### Metal 4

Supply wires on this layer in grey.
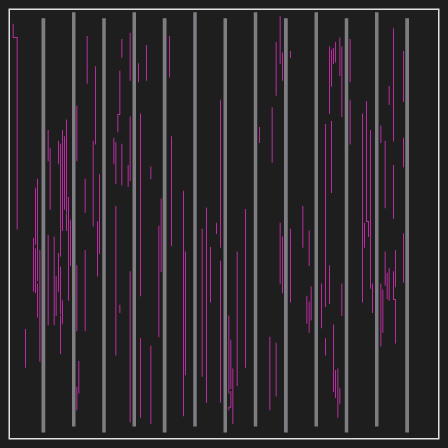
### M1 wires

Supply wires on this layer in grey.
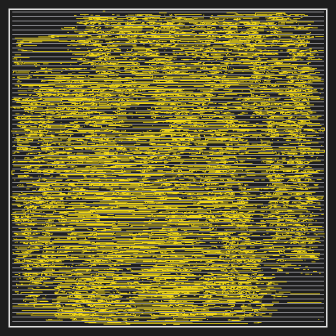
### Signal wires by layer

Two of the layers only.
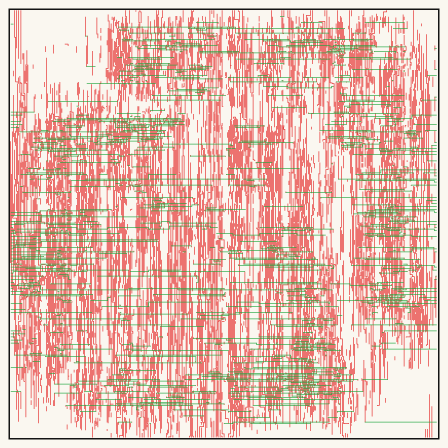
[src/rtl/wb_buffer.sv]
// Write-back buffer: a circular queue of evicted dirty lines drained to memory,
// with coalescing of repeat evictions and a lookup port for pending cache misses.
module wb_buffer #(
  parameter int ADDR_WIDTH = 32,
  parameter int DATA_WIDTH = 32,
  parameter int WB_DEPTH   = 4
) (
  input  logic                          aclk_i,
  input  logic                          arstn_i,
  input  logic                          push_i,
  input  logic [ADDR_WIDTH-1:0]         addr_i,
  input  logic [DATA_WIDTH-1:0]         data_i,
  output logic                          ready_o,
  input  logic [ADDR_WIDTH-1:0]         lookup_addr_i,
  output logic                          lookup_hit_o,
  output logic                          mem_valid_o,
  output logic [ADDR_WIDTH-1:0]         mem_addr_o,
  output logic [DATA_WIDTH-1:0]         mem_data_o,
  input  logic                          mem_ready_i,
  output logic [$clog2(WB_DEPTH):0]     count_o,
  output logic                          overflow_o
);

  localparam int LINE_OFS = $clog2(DATA_WIDTH/8);
  localparam int LA_W     = ADDR_WIDTH - LINE_OFS;
  localparam int PTR_W    = $clog2(WB_DEPTH);
  localparam int CNT_W    = PTR_W + 1;
  localparam logic [CNT_W-1:0] DEPTH_C = CNT_W'(WB_DEPTH);

  typedef enum logic {ST_IDLE, ST_SEND} state_e;

  state_e                  state_q, state_d;
  logic [WB_DEPTH-1:0]     valid_q, valid_d;
  logic [LA_W-1:0]         addr_q [WB_DEPTH];
  logic [LA_W-1:0]         addr_d [WB_DEPTH];
  logic [DATA_WIDTH-1:0]   data_q [WB_DEPTH];
  logic [DATA_WIDTH-1:0]   data_d [WB_DEPTH];
  logic [PTR_W-1:0]        wr_ptr_q, wr_ptr_d, rd_ptr_q, rd_ptr_d;
  logic [CNT_W-1:0]        count_q, count_d;
  logic                    mem_valid_q, mem_valid_d;
  logic [ADDR_WIDTH-1:0]   mem_addr_q, mem_addr_d;
  logic [DATA_WIDTH-1:0]   mem_data_q, mem_data_d;
  logic                    overflow_q, overflow_d;

  logic [LA_W-1:0]         push_line, look_line;
  logic                    coal_match, lookup_hit, push_new, xfer;
  logic [PTR_W-1:0]        coal_idx;

  generate
    if (LINE_OFS > 0) begin : g_ofs
      logic unused_ofs;
      assign unused_ofs = ^{addr_i[LINE_OFS-1:0], lookup_addr_i[LINE_OFS-1:0]};
    end
  endgenerate

  // The entry being sent (rd_ptr in SEND) is frozen, so it never coalesces.
  always_comb begin
    push_line  = addr_i[ADDR_WIDTH-1:LINE_OFS];
    look_line  = lookup_addr_i[ADDR_WIDTH-1:LINE_OFS];
    coal_match = 1'b0;
    coal_idx   = '0;
    lookup_hit = 1'b0;
    for (int i = 0; i < WB_DEPTH; i++) begin
      if (valid_q[i] && addr_q[i] == look_line) lookup_hit = 1'b1;
      if (valid_q[i] && addr_q[i] == push_line &&
          !(state_q == ST_SEND && rd_ptr_q == PTR_W'(i))) begin
        coal_match = 1'b1;
        coal_idx   = PTR_W'(i);
      end
    end
  end

  always_comb begin
    state_d     = state_q;
    valid_d     = valid_q;
    addr_d      = addr_q;
    data_d      = data_q;
    wr_ptr_d    = wr_ptr_q;
    rd_ptr_d    = rd_ptr_q;
    count_d     = count_q;
    mem_valid_d = mem_valid_q;
    mem_addr_d  = mem_addr_q;
    mem_data_d  = mem_data_q;
    overflow_d  = overflow_q;
    push_new    = 1'b0;
    xfer        = mem_valid_q && mem_ready_i;

    if (xfer) begin
      valid_d[rd_ptr_q] = 1'b0;
      rd_ptr_d          = rd_ptr_q + PTR_W'(1);
    end

    // Fullness is judged on the registered count: a same-cycle completion frees nothing.
    if (push_i) begin
      if (coal_match) begin
        data_d[coal_idx] = data_i;
      end else if (count_q < DEPTH_C) begin
        valid_d[wr_ptr_q] = 1'b1;
        addr_d[wr_ptr_q]  = push_line;
        data_d[wr_ptr_q]  = data_i;
        wr_ptr_d          = wr_ptr_q + PTR_W'(1);
        push_new          = 1'b1;
      end else begin
        overflow_d = 1'b1;
      end
    end

    if (push_new && !xfer)      count_d = count_q + CNT_W'(1);
    else if (!push_new && xfer) count_d = count_q - CNT_W'(1);

    // Loading from the _d arrays lets a same-cycle write reach the memory port.
    case (state_q)
      ST_IDLE: begin
        if (count_q != '0) begin
          state_d     = ST_SEND;
          mem_valid_d = 1'b1;
          mem_addr_d  = ADDR_WIDTH'(addr_d[rd_ptr_q]) << LINE_OFS;
          mem_data_d  = data_d[rd_ptr_q];
        end
      end
      ST_SEND: begin
        if (xfer) begin
          if (count_d != '0) begin
            mem_addr_d = ADDR_WIDTH'(addr_d[rd_ptr_d]) << LINE_OFS;
            mem_data_d = data_d[rd_ptr_d];
          end else begin
            state_d     = ST_IDLE;
            mem_valid_d = 1'b0;
          end
        end
      end
      default: state_d = ST_IDLE;
    endcase
  end

  always_ff @(posedge aclk_i or negedge arstn_i) begin
    if (!arstn_i) begin
      state_q     <= ST_IDLE;
      valid_q     <= '0;
      wr_ptr_q    <= '0;
      rd_ptr_q    <= '0;
      count_q     <= '0;
      mem_valid_q <= 1'b0;
      mem_addr_q  <= '0;
      mem_data_q  <= '0;
      overflow_q  <= 1'b0;
    end else begin
      state_q     <= state_d;
      valid_q     <= valid_d;
      wr_ptr_q    <= wr_ptr_d;
      rd_ptr_q    <= rd_ptr_d;
      count_q     <= count_d;
      mem_valid_q <= mem_valid_d;
      mem_addr_q  <= mem_addr_d;
      mem_data_q  <= mem_data_d;
      overflow_q  <= overflow_d;
    end
  end

  // Entry payload is qualified by valid_q, so it carries no reset.
  always_ff @(posedge aclk_i) begin
    addr_q <= addr_d;
    data_q <= data_d;
  end

  assign ready_o      = (count_q < DEPTH_C) || coal_match;
  assign lookup_hit_o = lookup_hit;
  assign mem_valid_o  = mem_valid_q;
  assign mem_addr_o   = mem_addr_q;
  assign mem_data_o   = mem_data_q;
  assign count_o      = count_q;
  assign overflow_o   = overflow_q;

endmodule

[config.mk]
export PLATFORM = sky130hd
export DESIGN_NAME = wb_buffer
export DESIGN_NICKNAME = d
export VERILOG_FILES = /design/src/rtl/wb_buffer.sv
export SDC_FILE = /design/constraint.sdc
export NUM_CORES = 1
export LEC_CHECK = 0
export CORE_UTILIZATION = 55
export DETAILED_ROUTE_END_ITERATION = 8
export DONT_BUFFER_PORTS = 1
export PLACE_DENSITY = 0.73
export SETUP_SLACK_MARGIN = 0.15
export SYNTH_ARGS = -nofsm -noshare
export SYNTH_HDL_FRONTEND = slang
export SYNTH_SLANG_ARGS = --single-unit
export TNS_END_PERCENT = 5
[constraint.sdc]
create_clock -name aclk_i -period 3.6 [get_ports aclk_i]
set_input_delay 0.9 -clock aclk_i [delete_from_list [all_inputs] [get_ports aclk_i]]
set_output_delay 0.9 -clock aclk_i [all_outputs]
set_load 0.02 [all_outputs]
==> summary.txt <==
Figures from the implementation reports.

- Warnings reported by Yosys during synthesis add up to 0.
- The count of routing violations after the opening detailed-route iteration is 2137.
- The highest layer touched by signal routing is met4.
- The worst slew slack as a fraction of its limit is 38.6%.
- The max capacitance violation total is 0.
- The cell-internal power reads 15.4 mW.
- The total count of max-transition violations in the final report reads 0.
- The vertical extent of the die reads 192 µm.
- The top flip-flop cell by instance count after synthesis is sky130_fd_sc_hd__dfxtp_1.
- The detail-routed via count per cell reads 6.81.
- The floorplan step records an initial core utilization of 55.7%.
- The count of nets left with antenna violations after detail routing is 0.
- The worst flop-to-flop path startpoint reads addr_q[30]$_DFF_P_.
- The final layout reports a setup TNS of 0 ps.
- STA classifies the critical path endpoint as an output port.
- The cell depth of the worst flop-to-flop path reads 14.
- The synthesis report lists the most area-consuming cells as sky130_fd_sc_hd__dfxtp_1 (25%), sky130_fd_sc_hd__mux2_2 (12%), sky130_fd_sc_hd__dfrtp_1 (9.6%), sky130_fd_sc_hd__xnor2_1 (7.9%), sky130_fd_sc_hd__nor2_1 (4.3%).
- The number of placed instances, taps included is 2734.
- The maximum clock skew at final layout is 18.9 ps.
- The smallest hold slack is 28.5 ps.
- The net switching fraction of the power is 46.8%.
- The part of the power in registers is 27.7%.
- The count of tool warnings is 41.
- TritonCTS built the clock tree.
- According to the timing report, the arrival time at the worst endpoint equals 2690 ps.
- The design draws 29.0 mW.
- Across all register-to-register paths, the minimum setup slack is 200 ps.
- The run finished with clean final reports.
- Setup repair after global routing could not meet its margin everywhere.
- Note, the detailed placer reported a final HPWL of 54.0 mm.
- The die is 192 µm wide.
- The largest register by flop count is data_q.
- The xor/xnor cell area share of the yosys netlist is 10.7%.
- The clock sink count reads 324.
- The timing report gives the clock slew at the launch and capture registers of the worst setup and hold paths as 60 ps.
- The met3 track demand over resource in global routing is 10.5%.
- The fraction of synthesized area in multiplexers is 12.7%.
- Per the timing report, the most critical flop-to-flop path finishes at mem_data_o[7]$_DFFE_PN0P_.
- By startpoint and endpoint, the worst setup path is classified as flip-flop to output port.
- The count of non-filler cells in the finished layout reads 2827.
- The placeable core area reads 35500 µm².
- In the post-synthesis netlist, the cell with the most instances is sky130_fd_sc_hd__dfxtp_1.
- The power per cell area is 1210 nW/µm².
- The post-synthesis adder-cell area fraction is 0.747%.
- The final worst-path setup slack is 11.0 ps.
- No sink is reached through more buffers than the 3 on the longest clock path.
- The clock latency reported for the late side of the worst-skew pair reads 570 ps.
- In the log, the iteration count for the first detailed-route pass is 5.
- The number of buffers added on ports is 0.
- The highest fanout seen on the critical path reads 4.
- The fraction of final layout cells sized beyond drive strength 1 reads 27.3%.
- The final antenna diode count is 0.
- The chip occupies 36700 µm².
- The number of antenna violations at the first check in global routing is 0.
- The worst supply voltage drop on vdd reads 0.705 mV.
Back to the opening pictures, 'Metal 4':
share of all routed wire = 4.6%
longest straight run = 101 µm
nets with wire on the layer = 94
main direction = vertical
wire length on this layer = 3580 µm

Back to the opening pictures, 'M1 wires':
longest straight run = 73.6 µm
share of all routed wire = 39%
total number of vias: 19.3k
drt total wl: 78.7 mm
global-route track usage on met1: 53.3%

Back to the opening pictures, 'Signal wires by layer':
green -> met3  # wire length 9180 µm
red -> met2  # wire length 35.5 mm
Global Route Usage Sum: 41.4%
average wire per cell in the routed design: 27.8 µm

-- power groups by stage --
stage               logic (mW)  clock network (mW)  registers, mW
floorplan                 9.31                   0           7.51
finish                    16.8                4.21           8.03
CTS                       15.1                4.22           7.96
detailed placement        14.7                   0           8.00
global route              17.6                4.38           8.24
global placement          14.4                   0           7.89
-- timing repair --
action / in CTS / in global routing
hold buffers: 0 / 0
gates resized: 20 / 124
gates cloned: 1 / 5
pin swaps: 8 / 25
setup buffers: 7 / 10
setup endpoints to repair: 115 / 65
-- worst max-delay path: stages (launching register included) --
cell                      delay [ps]
sky130_fd_sc_hd__dfxtp_1         440
sky130_fd_sc_hd__xor2_1          170
sky130_fd_sc_hd__buf_4           170
sky130_fd_sc_hd__nor4_1          560
sky130_fd_sc_hd__nand4_1         320
sky130_fd_sc_hd__o32ai_4         210
sky130_fd_sc_hd__or3b_4          240
-- layout make-up --
type | count | area (µm²)
well taps | 461 | 577
clock buffers | 53 | 1120
flip-flops and latches | 324 | 6880
clock inverters | 17 | 235
fillers | 2730 | 11500
multi-input cells | 1631 | 12400
inverters | 106 | 398
repair buffers | 235 | 2360
-- how the worst min path moves through the flow --
stage | from | end | slack, ps | depth (start not counted)
3_3_place_gp | data_q[107]$_DFF_P_ | data_q[107]$_DFF_P_ | 460 | 1
5_1_grt | arstn_i | valid_q[1]$_DFF_PN0_ | 20 | 0
3_5_place_dp | data_q[112]$_DFF_P_ | data_q[112]$_DFF_P_ | 460 | 1
6_report | arstn_i | mem_addr_o[28]$_DFFE_PN0P_ | 30 | 0
4_1_cts | arstn_i | mem_data_o[1]$_DFFE_PN0P_ | 20 | 0
2_1_floorplan | data_q[107]$_DFF_P_ | data_q[107]$_DFF_P_ | 450 | 1
-- placed cells by master (no fill, tap or decap), types with 10 or more instances in the layout --
master,synthesis,routed
sky130_fd_sc_hd__clkbuf_16,0,43
sky130_fd_sc_hd__buf_4,8,180
sky130_fd_sc_hd__a221oi_2,0,24
sky130_fd_sc_hd__nand3_1,10,10
sky130_fd_sc_hd__o32ai_1,30,29
sky130_fd_sc_hd__nor2b_1,32,32
sky130_fd_sc_hd__buf_6,1,11
sky130_fd_sc_hd__a2111oi_2,0,22
sky130_fd_sc_hd__buf_12,0,39
sky130_fd_sc_hd__nand2_1,64,62
sky130_fd_sc_hd__xnor2_1,178,174
sky130_fd_sc_hd__nand4_1,59,59
sky130_fd_sc_hd__a21oi_1,34,32
sky130_fd_sc_hd__dfxtp_1,248,245
sky130_fd_sc_hd__nor2_1,225,220
sky130_fd_sc_hd__a211oi_1,90,89
sky130_fd_sc_hd__nand2b_1,12,12
sky130_fd_sc_hd__a41oi_2,10,12
sky130_fd_sc_hd__a22oi_1,33,32
sky130_fd_sc_hd__inv_1,106,106
sky130_fd_sc_hd__nor3_1,156,154
sky130_fd_sc_hd__a41oi_1,23,21
sky130_fd_sc_hd__o21ai_0,85,81
sky130_fd_sc_hd__dfrtp_1,76,74
sky130_fd_sc_hd__xor2_1,64,64
sky130_fd_sc_hd__nor4_1,91,84
sky130_fd_sc_hd__o22ai_1,60,59
sky130_fd_sc_hd__o21ai_1,13,15
sky130_fd_sc_hd__mux2_2,216,213
Power is estimated from default activity; no workload was simulated.
